===== src/rtl/exe_stage_if.sv =====
// Data SRAM request bus driven by the EXE stage.
// Signals: data_sram_en, data_sram_we[3:0], data_sram_addr[31:0], data_sram_wdata[31:0].
interface exe_stage_if;
  logic        data_sram_en;
  logic [3:0]  data_sram_we;
  logic [31:0] data_sram_addr;
  logic [31:0] data_sram_wdata;

  modport master (
    output data_sram_en,
    output data_sram_we,
    output data_sram_addr,
    output data_sram_wdata
  );

  modport slave (
    input data_sram_en,
    input data_sram_we,
    input data_sram_addr,
    input data_sram_wdata
  );
endinterface


===== src/rtl/exe_stage.sv =====
// EXE pipeline stage: ALU, optional 3-cycle mul.w (EXE_MUL_EN), data SRAM request.
// Ports: clk/reset, ID->EXE handshake + fields, MEM handshake, forwarding/stall, sram bus.
module exe_stage (
  input  logic        clk,
  input  logic        reset,
  input  logic        ds_to_es_valid,
  input  logic        ds_ready_go,
  output logic        es_allow_in,
  input  logic [31:0] ds_pc,
  input  logic [31:0] ds_alu_src1,
  input  logic [31:0] ds_alu_src2,
  input  logic [31:0] ds_st_data,
  input  logic [11:0] ds_alu_op,
  input  logic        ds_mul,
  input  logic        ds_sram_en,
  input  logic [3:0]  ds_sram_we,
  input  logic [3:0]  ds_rf_we,
  input  logic [4:0]  ds_rf_waddr,
  input  logic [4:0]  ds_rf_raddr1,
  input  logic [4:0]  ds_rf_raddr2,
  input  logic        ms_allow_in,
  output logic        es_to_ms_valid,
  output logic [31:0] es_pc,
  output logic [31:0] es_result,
  output logic        es_res_from_mem,
  output logic [3:0]  es_rf_we,
  output logic [4:0]  es_rf_waddr,
  output logic [31:0] es_rf_wdata,
  output logic        es_load_stall,
  exe_stage_if.master sram
);

  logic        r_valid;
  logic [31:0] r_pc;
  logic [31:0] r_src1;
  logic [31:0] r_src2;
  logic [31:0] r_st_data;
  logic [11:0] r_alu_op;
  logic        r_sram_en;
  logic [3:0]  r_sram_we;
  logic [3:0]  r_rf_we;
  logic [4:0]  r_rf_waddr;

  logic        w_ready_go;
  logic        w_latch;
  logic [31:0] w_alu;
  logic [4:0]  w_sh;

  assign w_latch = ds_ready_go & es_allow_in;

  // A new latch takes priority over the handoff clear.
  always_ff @(posedge clk or posedge reset) begin
    if (reset) begin
      r_valid    <= 1'b0;
      r_pc       <= 32'h1c000000;
      r_src1     <= '0;
      r_src2     <= '0;
      r_st_data  <= '0;
      r_alu_op   <= '0;
      r_sram_en  <= 1'b0;
      r_sram_we  <= '0;
      r_rf_we    <= '0;
      r_rf_waddr <= '0;
    end else if (w_latch) begin
      r_valid    <= ds_to_es_valid;
      r_pc       <= ds_pc;
      r_src1     <= ds_alu_src1;
      r_src2     <= ds_alu_src2;
      r_st_data  <= ds_st_data;
      r_alu_op   <= ds_alu_op;
      r_sram_en  <= ds_sram_en;
      r_sram_we  <= ds_sram_we;
      r_rf_we    <= ds_rf_we;
      r_rf_waddr <= ds_rf_waddr;
    end else if (r_valid & w_ready_go & ms_allow_in) begin
      r_valid    <= 1'b0;
    end
  end

  assign w_sh = r_src2[4:0];

  always_comb begin
    w_alu = '0;
    case (1'b1)
      r_alu_op[0]:  w_alu = r_src1 + r_src2;
      r_alu_op[1]:  w_alu = r_src1 - r_src2;
      r_alu_op[2]:  w_alu = {31'b0, $signed(r_src1) < $signed(r_src2)};
      r_alu_op[3]:  w_alu = {31'b0, r_src1 < r_src2};
      r_alu_op[4]:  w_alu = r_src1 & r_src2;
      r_alu_op[5]:  w_alu = ~(r_src1 | r_src2);
      r_alu_op[6]:  w_alu = r_src1 | r_src2;
      r_alu_op[7]:  w_alu = r_src1 ^ r_src2;
      r_alu_op[8]:  w_alu = r_src1 << w_sh;
      r_alu_op[9]:  w_alu = r_src1 >> w_sh;
      r_alu_op[10]: w_alu = $unsigned($signed(r_src1) >>> w_sh);
      r_alu_op[11]: w_alu = r_src2;
      default:      w_alu = '0;
    endcase
  end

`ifdef EXE_MUL_EN
  typedef enum logic [1:0] {
    S_IDLE,
    S_BUSY,
    S_DONE
  } mstate_t;

  mstate_t     r_state;
  logic        r_mul;
  logic        r_cnt;
  logic [31:0] r_prod;
  logic [31:0] w_prod;

  assign w_prod = r_src1 * r_src2;

  // Two BUSY cycles (cnt 1 then 0); product is captured entering DONE.
  always_ff @(posedge clk or posedge reset) begin
    if (reset) begin
      r_state <= S_IDLE;
      r_mul   <= 1'b0;
      r_cnt   <= 1'b0;
      r_prod  <= '0;
    end else begin
      if (w_latch)
        r_mul <= ds_mul;
      case (r_state)
        S_IDLE: begin
          if (r_valid & r_mul) begin
            r_state <= S_BUSY;
            r_cnt   <= 1'b1;
          end
        end
        S_BUSY: begin
          if (r_cnt == 1'b0) begin
            r_state <= S_DONE;
            r_prod  <= w_prod;
          end else begin
            r_cnt <= 1'b0;
          end
        end
        S_DONE: begin
          if (ms_allow_in)
            r_state <= S_IDLE;
        end
        default: r_state <= S_IDLE;
      endcase
    end
  end

  assign w_ready_go = !r_mul | (r_state == S_DONE);
  assign es_result  = r_mul ? r_prod : w_alu;
`else
  logic w_unused_mul;
  assign w_unused_mul = ds_mul;
  assign w_ready_go   = 1'b1;
  assign es_result    = w_alu;
`endif

  assign es_allow_in     = !r_valid | (w_ready_go & ms_allow_in);
  assign es_to_ms_valid  = r_valid & w_ready_go;
  assign es_pc           = r_pc;
  assign es_res_from_mem = r_sram_en;
  assign es_rf_we        = r_valid ? r_rf_we : 4'b0;
  assign es_rf_waddr     = r_rf_waddr;
  assign es_rf_wdata     = es_result;

  assign es_load_stall = r_valid & r_sram_en & (r_rf_waddr != 5'd0)
                       & ((r_rf_waddr == ds_rf_raddr1)
                        | (r_rf_waddr == ds_rf_raddr2));

  assign sram.data_sram_en    = r_valid & (r_sram_en | (|r_sram_we));
  assign sram.data_sram_we    = r_valid ? r_sram_we : 4'b0;
  assign sram.data_sram_addr  = es_result;
  assign sram.data_sram_wdata = r_st_data;

endmodule


===== src/flat_wrapper.sv =====
// flat-port wrapper written by rule: the top's interface ports become plain ports
module exe_stage_flat 
  (clk, reset, ds_to_es_valid, ds_ready_go, es_allow_in, ds_pc, ds_alu_src1, ds_alu_src2, ds_st_data, ds_alu_op, ds_mul, ds_sram_en, ds_sram_we, ds_rf_we, ds_rf_waddr, ds_rf_raddr1, ds_rf_raddr2, ms_allow_in, es_to_ms_valid, es_pc, es_result, es_res_from_mem, es_rf_we, es_rf_waddr, es_rf_wdata, es_load_stall, sram_data_sram_en, sram_data_sram_we, sram_data_sram_addr, sram_data_sram_wdata);
  exe_stage_if sram_i ();
  input  logic clk;
  input  logic reset;
  input  logic ds_to_es_valid;
  input  logic ds_ready_go;
  output logic es_allow_in;
  input  logic [31:0] ds_pc;
  input  logic [31:0] ds_alu_src1;
  input  logic [31:0] ds_alu_src2;
  input  logic [31:0] ds_st_data;
  input  logic [11:0] ds_alu_op;
  input  logic ds_mul;
  input  logic ds_sram_en;
  input  logic [3:0] ds_sram_we;
  input  logic [3:0] ds_rf_we;
  input  logic [4:0] ds_rf_waddr;
  input  logic [4:0] ds_rf_raddr1;
  input  logic [4:0] ds_rf_raddr2;
  input  logic ms_allow_in;
  output logic es_to_ms_valid;
  output logic [31:0] es_pc;
  output logic [31:0] es_result;
  output logic es_res_from_mem;
  output logic [3:0] es_rf_we;
  output logic [4:0] es_rf_waddr;
  output logic [31:0] es_rf_wdata;
  output logic es_load_stall;
  output wire logic [$bits(sram_i.data_sram_en)-1:0] sram_data_sram_en;
  output wire logic [$bits(sram_i.data_sram_we)-1:0] sram_data_sram_we;
  output wire logic [$bits(sram_i.data_sram_addr)-1:0] sram_data_sram_addr;
  output wire logic [$bits(sram_i.data_sram_wdata)-1:0] sram_data_sram_wdata;
  assign sram_data_sram_en = sram_i.data_sram_en;
  assign sram_data_sram_we = sram_i.data_sram_we;
  assign sram_data_sram_addr = sram_i.data_sram_addr;
  assign sram_data_sram_wdata = sram_i.data_sram_wdata;
  exe_stage u_core (.clk(clk), .reset(reset), .ds_to_es_valid(ds_to_es_valid), .ds_ready_go(ds_ready_go), .es_allow_in(es_allow_in), .ds_pc(ds_pc), .ds_alu_src1(ds_alu_src1), .ds_alu_src2(ds_alu_src2), .ds_st_data(ds_st_data), .ds_alu_op(ds_alu_op), .ds_mul(ds_mul), .ds_sram_en(ds_sram_en), .ds_sram_we(ds_sram_we), .ds_rf_we(ds_rf_we), .ds_rf_waddr(ds_rf_waddr), .ds_rf_raddr1(ds_rf_raddr1), .ds_rf_raddr2(ds_rf_raddr2), .ms_allow_in(ms_allow_in), .es_to_ms_valid(es_to_ms_valid), .es_pc(es_pc), .es_result(es_result), .es_res_from_mem(es_res_from_mem), .es_rf_we(es_rf_we), .es_rf_waddr(es_rf_waddr), .es_rf_wdata(es_rf_wdata), .es_load_stall(es_load_stall), .sram(sram_i));
endmodule

===== config.mk =====
export PLATFORM = sky130hd
export DESIGN_NAME = exe_stage_flat
export DESIGN_NICKNAME = d
export VERILOG_FILES = /design/src/rtl/exe_stage_if.sv /design/src/rtl/exe_stage.sv /design/src/flat_wrapper.sv
export SDC_FILE = /design/constraint.sdc
export NUM_CORES = 1
export LEC_CHECK = 0
export CAP_MARGIN = 40
export CORE_MARGIN = 2
export CORE_UTILIZATION = 53
export CTS_CLUSTER_SIZE = 20
export DETAILED_ROUTE_END_ITERATION = 6
export HOLD_SLACK_MARGIN = 0.15
export PLACE_DENSITY = 0.83
export SETUP_SLACK_MARGIN = 0.2
export SLEW_MARGIN = 20
export SYNTH_ARGS = -nofsm -noshare
export SYNTH_HDL_FRONTEND = slang
export SYNTH_SLANG_ARGS = --single-unit
export TNS_END_PERCENT = 1

===== constraint.sdc =====
create_clock -name clk -period 5.2 [get_ports clk]
set_input_delay 0.52 -clock clk [delete_from_list [all_inputs] [get_ports clk]]
set_output_delay 0.52 -clock clk [all_outputs]
set_load 0.01 [all_outputs]

Track usage over the die:
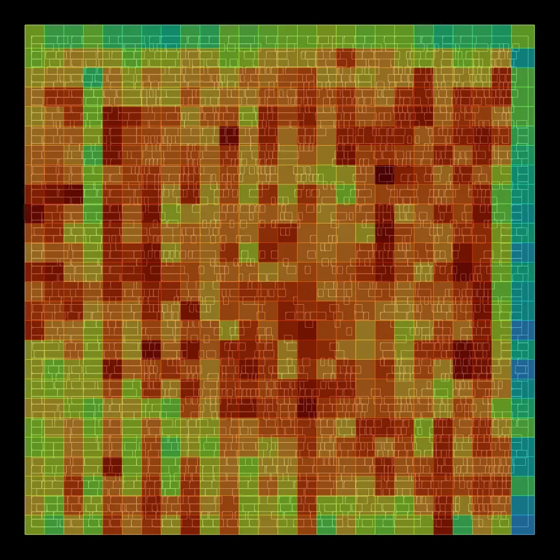
met3 usage: 10.91%
Routed wire per std cell: 27.37 µm
overall routing resource usage: 40.90%
gr busiest metal: met2

M3 wires:
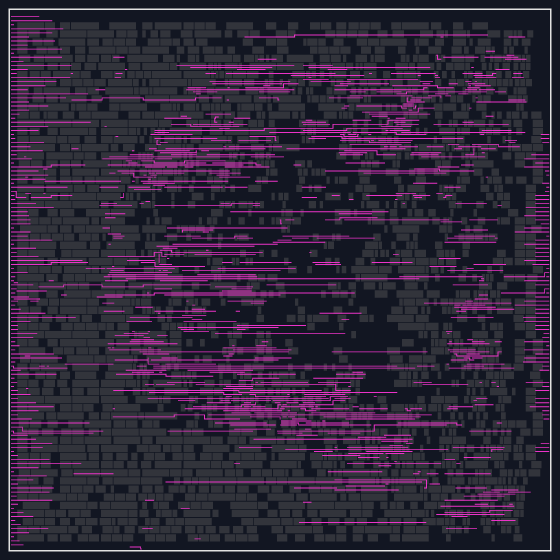
main direction: horizontal
nets with wire on the layer: 514
longest straight run: 98.0 µm

==> flow_metrics.env <==
# physical design summary
export IMPL_grt_use_met2_pct=64.00
export IMPL_tritoncts="done"
export IMPL_dr_total_vias=17260
export IMPL_grt_pass1_vias=16885
export IMPL_dp_hpwl_um=51790
export IMPL_power_density_mw_per_mm2=378.1
export IMPL_p_int_mw=4.348
export IMPL_synthAoiAreaFrac_pct=23.36
export IMPL_cts_setup_buffers=0
export IMPL_tns_ns=0
export IMPL_status="finished clean"
export IMPL_finalCriticalPeriod_ns=5.003
export IMPL_synthXorXnorAreaFrac_pct=0.6878
export IMPL_synth_top_cell_area_share_pct=22.98
export IMPL_final_hold_viol_count=0
export IMPL_die_h_um=180.7
export IMPL_crit_path_cell_trace="buf_6, ha_1, fa_1, o21bai_2, a211oi_2, o21bai_2, o31a_1, o31a_1, nor3_4, o21bai_1, a31oi_4, nor3_1, nor3_2, clkdlybuf4s50_1"
export IMPL_cts_root_buffer="clkbuf_16"
export IMPL_drive_above_1_share_pct=19.30
export IMPL_ioPinCount=348
export IMPL_warning_count=95
export IMPL_regToRegStartpoint="u_core.es_to_ms_valid$_DFFE_PP0P_"
export IMPL_synth_area_per_cell_um2=8.731
export IMPL_dr_pass1_iters=7
export IMPL_ant_nets=0
export IMPL_fp_nets=2165
export IMPL_wl_um=69410
export IMPL_required_ns=4.68
export IMPL_fp_util_pct=53.97
export IMPL_die_area_mm2=0.03266
export IMPL_largest_cell_class="combinational gates"
export IMPL_r2r_end="u_core.r_src2[7]$_DFFE_PP0P_"
export IMPL_top_logic_kind="AND-OR/OR-AND gates"
export IMPL_syn_instance_count=1896
export IMPL_dp_slack_ns=0.2390
export IMPL_power_group_top="combinational cells"
export IMPL_rsz0062_at_grt="true"
export IMPL_yosys_cells=1896
export IMPL_cp_slowest_stage_delay_ns=0.58
export IMPL_buffers=436
export IMPL_yosysWarnings=0
export IMPL_met1_usage_pct=52.95
export IMPL_rrSetupSlack_ns=2.66
export IMPL_slew_viol_final=0
export IMPL_power_switching_mw=3.534
export IMPL_logic_area_mm2=0.01121
export IMPL_synthFlopType="dfrtp_1"
export IMPL_cts_resized_gates=8
export IMPL_grt_pass1_wl_um=102800
Drive-strength map:
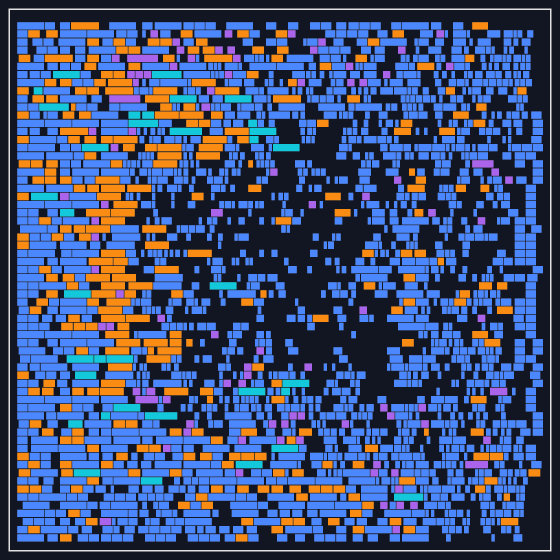
legend:
  purple:
    size: x3 and x4
    cells: 93
    share: 4.3%
  orange:
    size: x2
    cells: 285
    share: 13%
  cyan:
    size: x6 and larger
    cells: 35
    share: 1.6%
  blue:
    size: x1 and smaller
    cells: 1,727
    share: 81%

Clock network drawn from the DEF:
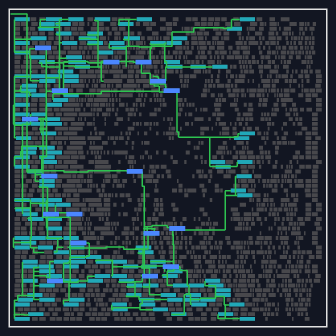
legend:
  green:
    item: clock wires
    length: 2,370 µm
  blue:
    item: clock-net drivers
    count: 17
  cyan:
    item: flip-flops
    count: 155
routed clock nets: 18

## layout by cell type, fill, tap and decap left out, types with 20 or more instances in the layout
master           netlist  layout
a211oi_1              32      30
a22oi_1               23      23
nor2_1               154     154
ha_1                  97      94
nor3_1                40      38
a31oi_1               21      20
o211ai_1              28      28
nand2_1              136     135
inv_1                 99      98
mux4_2                50      50
nand3_1               31      30
dfrtp_1              152     147
mux2_2               170     170
mux2i_1               38      37
o221ai_1              23      20
clkdlybuf4s50_1        0     342
a21oi_1              145     142
o21ai_0              102     100
buf_4                 70      79
## worst max-delay path by stage
stage,endpoint,start,depth (start not counted),slack [ns]
finish,es_result[0],u_core.r_src2[0]$_DFFE_PP0P_,14,0.20
global route,es_result[0],u_core.r_src2[0]$_DFFE_PP0P_,14,0.01
CTS,sram_data_sram_addr[30],u_core.r_src2[0]$_DFFE_PP0P_,14,0.07
detailed placement,es_rf_wdata[0],u_core.r_src2[0]$_DFFE_PP0P_,14,0.24
global placement,es_result[0],u_core.r_src2[0]$_DFFE_PP0P_,14,0.36
floorplan,u_core.es_pc[0]$_DFFE_PP0P_,reset,1,0.51
## synthesized netlist by cell type (23+ instances only)
master      n
clkbuf_1   98
ha_1       97
nor2_1    154
nor3_1     40
mux4_2     50
a21oi_1   145
a211oi_1   32
buf_4      70
mux2_2    170
nand2_1   136
o211ai_1   28
a22oi_1    23
nand3_1    31
inv_1      99
mux2i_1    38
o221ai_1   23
o21ai_0   102
buf_2      37
dfrtp_1   152
## stage by stage
stage,hold WS (ns),std cells
2_1_floorplan,0.4713,1896
3_3_place_gp,0.4813,2499
3_5_place_dp,0.4912,2502
4_1_cts,0.5052,2534
5_1_grt,0.4347,2536
6_report,0.4216,2536
